cell_classes.png
Drawn at 2 px/um.
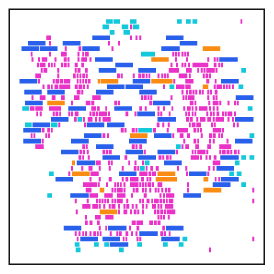
final_placement.png
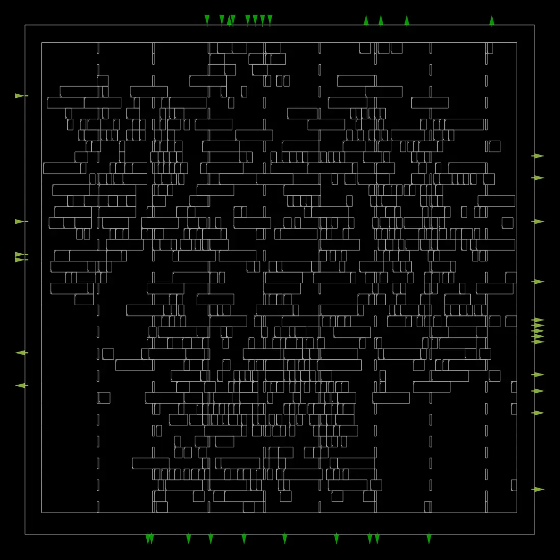
port_nets.png
Drawn at 4 px/um.
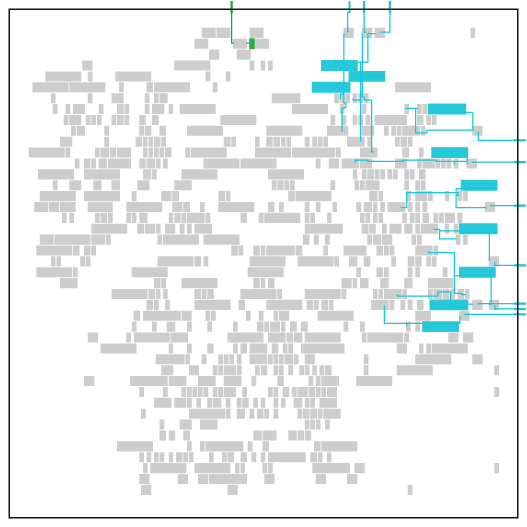
clock_map.png
Drawn at 2 px/um.
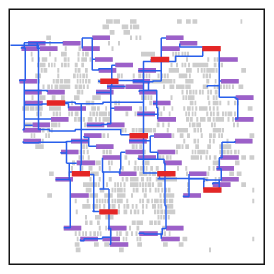
==> src/rtl/mouse_packet_decoder.sv <==
// PS/2 mouse packet decoder: assembles 3-byte movement packets and keeps a
// clamped cursor position plus button state for the color mapper.
module mouse_packet_decoder #(
    parameter int X_MAX       = 639,
    parameter int Y_MAX       = 479,
    parameter int X_INIT      = 320,
    parameter int Y_INIT      = 240,
    parameter int TIMEOUT_CYC = 100000
) (
    input  logic       Clk,
    input  logic       Reset,
    input  logic [7:0] byte_in,
    input  logic       byte_valid,
    output logic [9:0] BallX,
    output logic [9:0] BallY,
    output logic [7:0] MouseButtons,
    output logic       packet_valid,
    output logic       sync_err
);

    typedef enum logic [1:0] {WAIT_B0, WAIT_B1, WAIT_B2, UPDATE} state_t;

    localparam int CW = $clog2(TIMEOUT_CYC + 1);
    localparam logic [CW-1:0]     TO_LAST = CW'(TIMEOUT_CYC - 1);
    localparam logic signed [10:0] XMAX_S = 11'(X_MAX);
    localparam logic signed [10:0] YMAX_S = 11'(Y_MAX);

    state_t        state, state_nxt;
    logic [7:0]    b0, b1, b2;
    logic [CW-1:0] cnt;
    logic          ld_b0, ld_b1, ld_b2, err_nxt, to_hit, do_upd;
    logic signed [10:0] dx, dy, nx, ny;
    logic [9:0]    nx_c, ny_c;

    // State register
    always_ff @(posedge Clk or posedge Reset) begin
        if (Reset) state <= WAIT_B0;
        else       state <= state_nxt;
    end

    // Next-state logic; a byte arriving in UPDATE is handled as a header
    // so that back-to-back packets never lose a byte.
    always_comb begin
        state_nxt = state;
        ld_b0     = 1'b0;
        ld_b1     = 1'b0;
        ld_b2     = 1'b0;
        err_nxt   = 1'b0;
        to_hit    = 1'b0;
        do_upd    = 1'b0;
        case (state)
            WAIT_B0, UPDATE: begin
                do_upd    = (state == UPDATE);
                state_nxt = WAIT_B0;
                if (byte_valid) begin
                    if (byte_in[3]) begin
                        ld_b0     = 1'b1;
                        state_nxt = WAIT_B1;
                    end else begin
                        err_nxt = 1'b1;
                    end
                end
            end
            WAIT_B1: begin
                if (byte_valid) begin
                    ld_b1     = 1'b1;
                    state_nxt = WAIT_B2;
                end else if (cnt == TO_LAST) begin
                    to_hit    = 1'b1;
                    err_nxt   = 1'b1;
                    state_nxt = WAIT_B0;
                end
            end
            WAIT_B2: begin
                if (byte_valid) begin
                    ld_b2     = 1'b1;
                    state_nxt = UPDATE;
                end else if (cnt == TO_LAST) begin
                    to_hit    = 1'b1;
                    err_nxt   = 1'b1;
                    state_nxt = WAIT_B0;
                end
            end
            default: state_nxt = WAIT_B0;
        endcase
    end

    // Idle counter: only runs between bytes of a packet, any byte clears it
    always_ff @(posedge Clk or posedge Reset) begin
        if (Reset)
            cnt <= '0;
        else if ((state == WAIT_B1 || state == WAIT_B2) && !byte_valid && !to_hit)
            cnt <= cnt + CW'(1);
        else
            cnt <= '0;
    end

    // Packet byte capture
    always_ff @(posedge Clk or posedge Reset) begin
        if (Reset) begin
            b0 <= '0;
            b1 <= '0;
            b2 <= '0;
        end else begin
            if (ld_b0) b0 <= byte_in;
            if (ld_b1) b1 <= byte_in;
            if (ld_b2) b2 <= byte_in;
        end
    end

    // New position: 9-bit deltas widened to 11 bits, overflowed axes ignored,
    // Y inverted so mouse-up moves toward row 0, then clamped to the screen.
    always_comb begin
        dx = b0[6] ? 11'sd0 : $signed({{3{b0[4]}}, b1});
        dy = b0[7] ? 11'sd0 : $signed({{3{b0[5]}}, b2});
        nx = $signed({1'b0, BallX}) + dx;
        ny = $signed({1'b0, BallY}) - dy;
        if (nx[10])           nx_c = '0;
        else if (nx > XMAX_S) nx_c = XMAX_S[9:0];
        else                  nx_c = nx[9:0];
        if (ny[10])           ny_c = '0;
        else if (ny > YMAX_S) ny_c = YMAX_S[9:0];
        else                  ny_c = ny[9:0];
    end

    // Registered outputs and status pulses
    always_ff @(posedge Clk or posedge Reset) begin
        if (Reset) begin
            BallX        <= 10'(X_INIT);
            BallY        <= 10'(Y_INIT);
            MouseButtons <= '0;
            packet_valid <= 1'b0;
            sync_err     <= 1'b0;
        end else begin
            packet_valid <= do_upd;
            sync_err     <= err_nxt;
            if (do_upd) begin
                BallX        <= nx_c;
                BallY        <= ny_c;
                MouseButtons <= {5'b0, b0[2:0]};
            end
        end
    end

endmodule
==> config.mk <==
export PLATFORM = sky130hd
export DESIGN_NAME = mouse_packet_decoder
export DESIGN_NICKNAME = d
export VERILOG_FILES = /design/src/rtl/mouse_packet_decoder.sv
export SDC_FILE = /design/constraint.sdc
export NUM_CORES = 1
export LEC_CHECK = 0
export ABC_AREA = 1
export CAP_MARGIN = 10
export CORE_MARGIN = 4
export CORE_UTILIZATION = 30
export DETAILED_ROUTE_END_ITERATION = 8
export PLACE_DENSITY = 0.5
export SLEW_MARGIN = 20
export SYNTH_ARGS = -nofsm -noshare
export SYNTH_HDL_FRONTEND = slang
export SYNTH_SLANG_ARGS = --single-unit
==> constraint.sdc <==
create_clock -name Clk -period 2.45 [get_ports Clk]
set_input_delay 0.6125 -clock Clk [delete_from_list [all_inputs] [get_ports Clk]]
set_output_delay 0.6125 -clock Clk [all_outputs]
set_load 0.1 [all_outputs]
==> results.json <==
{
  "outcome": "completed",
  "peakVddDrop_v": 0.000367,
  "synth-edff-count": 0,
  "max_freq_mhz": 459,
  "path_clk_slew_ns": 0.06,
  "viasPerCell": 4.45,
  "antenna_left": 0,
  "syn-instance-count": 570,
  "worstPathArrival_ns": 2.46,
  "numCtsBuffers": 9,
  "diodes": 0,
  "grt_pass1_vias": 3467,
  "pre_cts_ws_ns": 0.100,
  "start_kind": "flip-flop",
  "drv_cap": 0,
  "top_cells_by_count": "190 x nand2_1, 76 x inv_1, 61 x dfrtp_1",
  "cts_root_buf": "clkbuf_16",
  "htreeDepth": 3,
  "crit_path_end_kind": "flip-flop",
  "grt_overflow": 0,
  "tns_ns": 0,
  "chipArea_um2": 16100,
  "slew_violations": 0,
  "period_needed_ns": 2.18,
  "die_w_um": 127,
  "fin_ws_ns": 0.269,
  "synth_top_cell_by_area": "dfrtp_1"
}
-- cell_classes.png (at the start) --
class	color	cells
all other logic	magenta	496
other buffers and delay cells	cyan	42
flops	blue	67
clock drivers and dummy loads	orange	16
final core utilization: 37.0%
Final Instance Area: 5110 um2
fraction of area in registers: 33.1%
core area: 13800 um2

-- final_placement.png (at the start) --
tap cells: 180
post-route insts no fill: 801
FFs & Latches: 67
Filler cells: 1433

-- port_nets.png (at the start) --
port	color	bits	direction	edge	end cells	buffers	wire
Reset	green	1	input	north	1	1	9.40 um
BallX	cyan	10	output	7 east, 3 north	10	10	405 um
# IOs: 41
Port Buf Inserts: 35

-- clock_map.png (at the start) --
[flip-flops] purple | count: 67
[cells driving clock nets] red | count: 9
[clock wires] blue | length: 1160 um
flops lie	widely spread
Clock group: 1.40 mW
Clock power frac: 29.5%
clk_skew: 0.00446 ns
Late-Pin Clk Latency: 0.34 ns

critical path: stages (launching register included):
cell     delay, ns
dfrtp_2       0.42
nor2_1        0.08
ha_1          0.23
fa_1          0.42
inv_1         0.11
nand3_1       0.07
nand2_1       0.11
nand3_1       0.10
nand2_1       0.07
nand2_1       0.04
nand2_1       0.09
nand3_2       0.16
nand3_1       0.10
nand2_1       0.05
nand2_1       0.06
logic make-up (layout without fill, tap and decap cells):
logic type,count (synthesis),after routing,synth area share (%)
buffers and inverters,92,139,8.72
XOR/XNOR,14,14,2.90
AND-OR/OR-AND,51,51,6.92
other,1,5,0.0886
AND/OR/NAND/NOR,317,317,32.9
flip-flops,67,67,39.8
adder cells (fa/ha/maj),28,28,8.63
where the power goes:
group          total, mW  internal, mW  switching [mW]
Clock               1.40         0.892           0.509
Sequential          1.39          1.27           0.119
Combinational       1.95         0.600            1.35
stage by stage:
stage | power, mW | cells
floorplan | 2.95 | 574
global placement | 3.35 | 781
detailed placement | 3.36 | 781
CTS | 4.80 | 797
global route | 5.09 | 801
finish | 4.75 | 801
metal layers:
| layer | track usage [%] | vias to the layer above | share of wire [%] |
|---|---|---|---|
| met1 | 16.2 | 1625 | 47 |
| met5 | 0 | - | 0 |
| met2 | 21.7 | 53 | 48 |
| met3 | 4.67 | 11 | 4.6 |
| li1 | - | 1877 | - |
| met4 | 3.60 | 0 | 1.2 |
flip-flops by register name, indices dropped and copies added (netlist names):
| name | flops |
|---|---|
| b2 | 8 |
| BallX | 10 |
| sync_err | 1 |
| BallY | 10 |
| state | 2 |
| cnt | 17 |
| MouseButtons | 3 |
| b0 | 7 |
| b1 | 8 |
| packet_valid | 1 |
cells in the final DEF, fill, tap and decap left out, drive strengths merged, types with 2 or more instances in the layout:
cell type / instances
a21o: 2
clkbuf: 10
nand2: 201
o21ai: 28
nor3: 12
bufinv: 2
nand3b: 2
fa: 2
o21bai: 3
dfstp: 6
xnor2: 5
nor2: 50
ha: 26
clkinvlp: 4
conb: 5
nor3b: 2
nor4: 2
dfrtp: 61
a21oi: 16
clkdlybuf4s50: 10
nand4: 9
nand3: 38
inv: 80
xor2: 9
buf: 32
worst paths after layout:
check                                  startpoint              endpoint  slack [ns]  cells after the start
worst max-delay path            b0[7]$_DFFE_PP0P_  BallY[0]$_DFFE_PP0P_        0.27                     14
worst min-delay path             cnt[0]$_DFF_PP0_      cnt[0]$_DFF_PP0_        0.47                      1
worst max register to register  b0[7]$_DFFE_PP0P_  BallY[0]$_DFFE_PP0P_        0.27                     14
worst min register to register   cnt[0]$_DFF_PP0_      cnt[0]$_DFF_PP0_        0.47                      1
max in group asynchronous                   Reset  BallY[4]$_DFFE_PP1P_        1.22                      3
min in group asynchronous                   Reset  BallY[8]$_DFFE_PP0P_        0.63                      2
layout make-up:
class / count / area [um2]
repair buffers: 42 / 365
well taps: 180 / 225
fillers: 1433 / 8720
clock inverters: 6 / 88.8
multi-input cells: 415 / 2200
flip-flops and latches: 67 / 1690
clock buffers: 10 / 229
repair inverters: 1 / 5.00
inverters: 80 / 304
timing repair:
action	CTS	global route
hold buffers	0	0
buffers inserted	0	3
setup endpoints to repair	0	14
gates resized	0	7
Power is estimated from default activity; no workload was simulated.
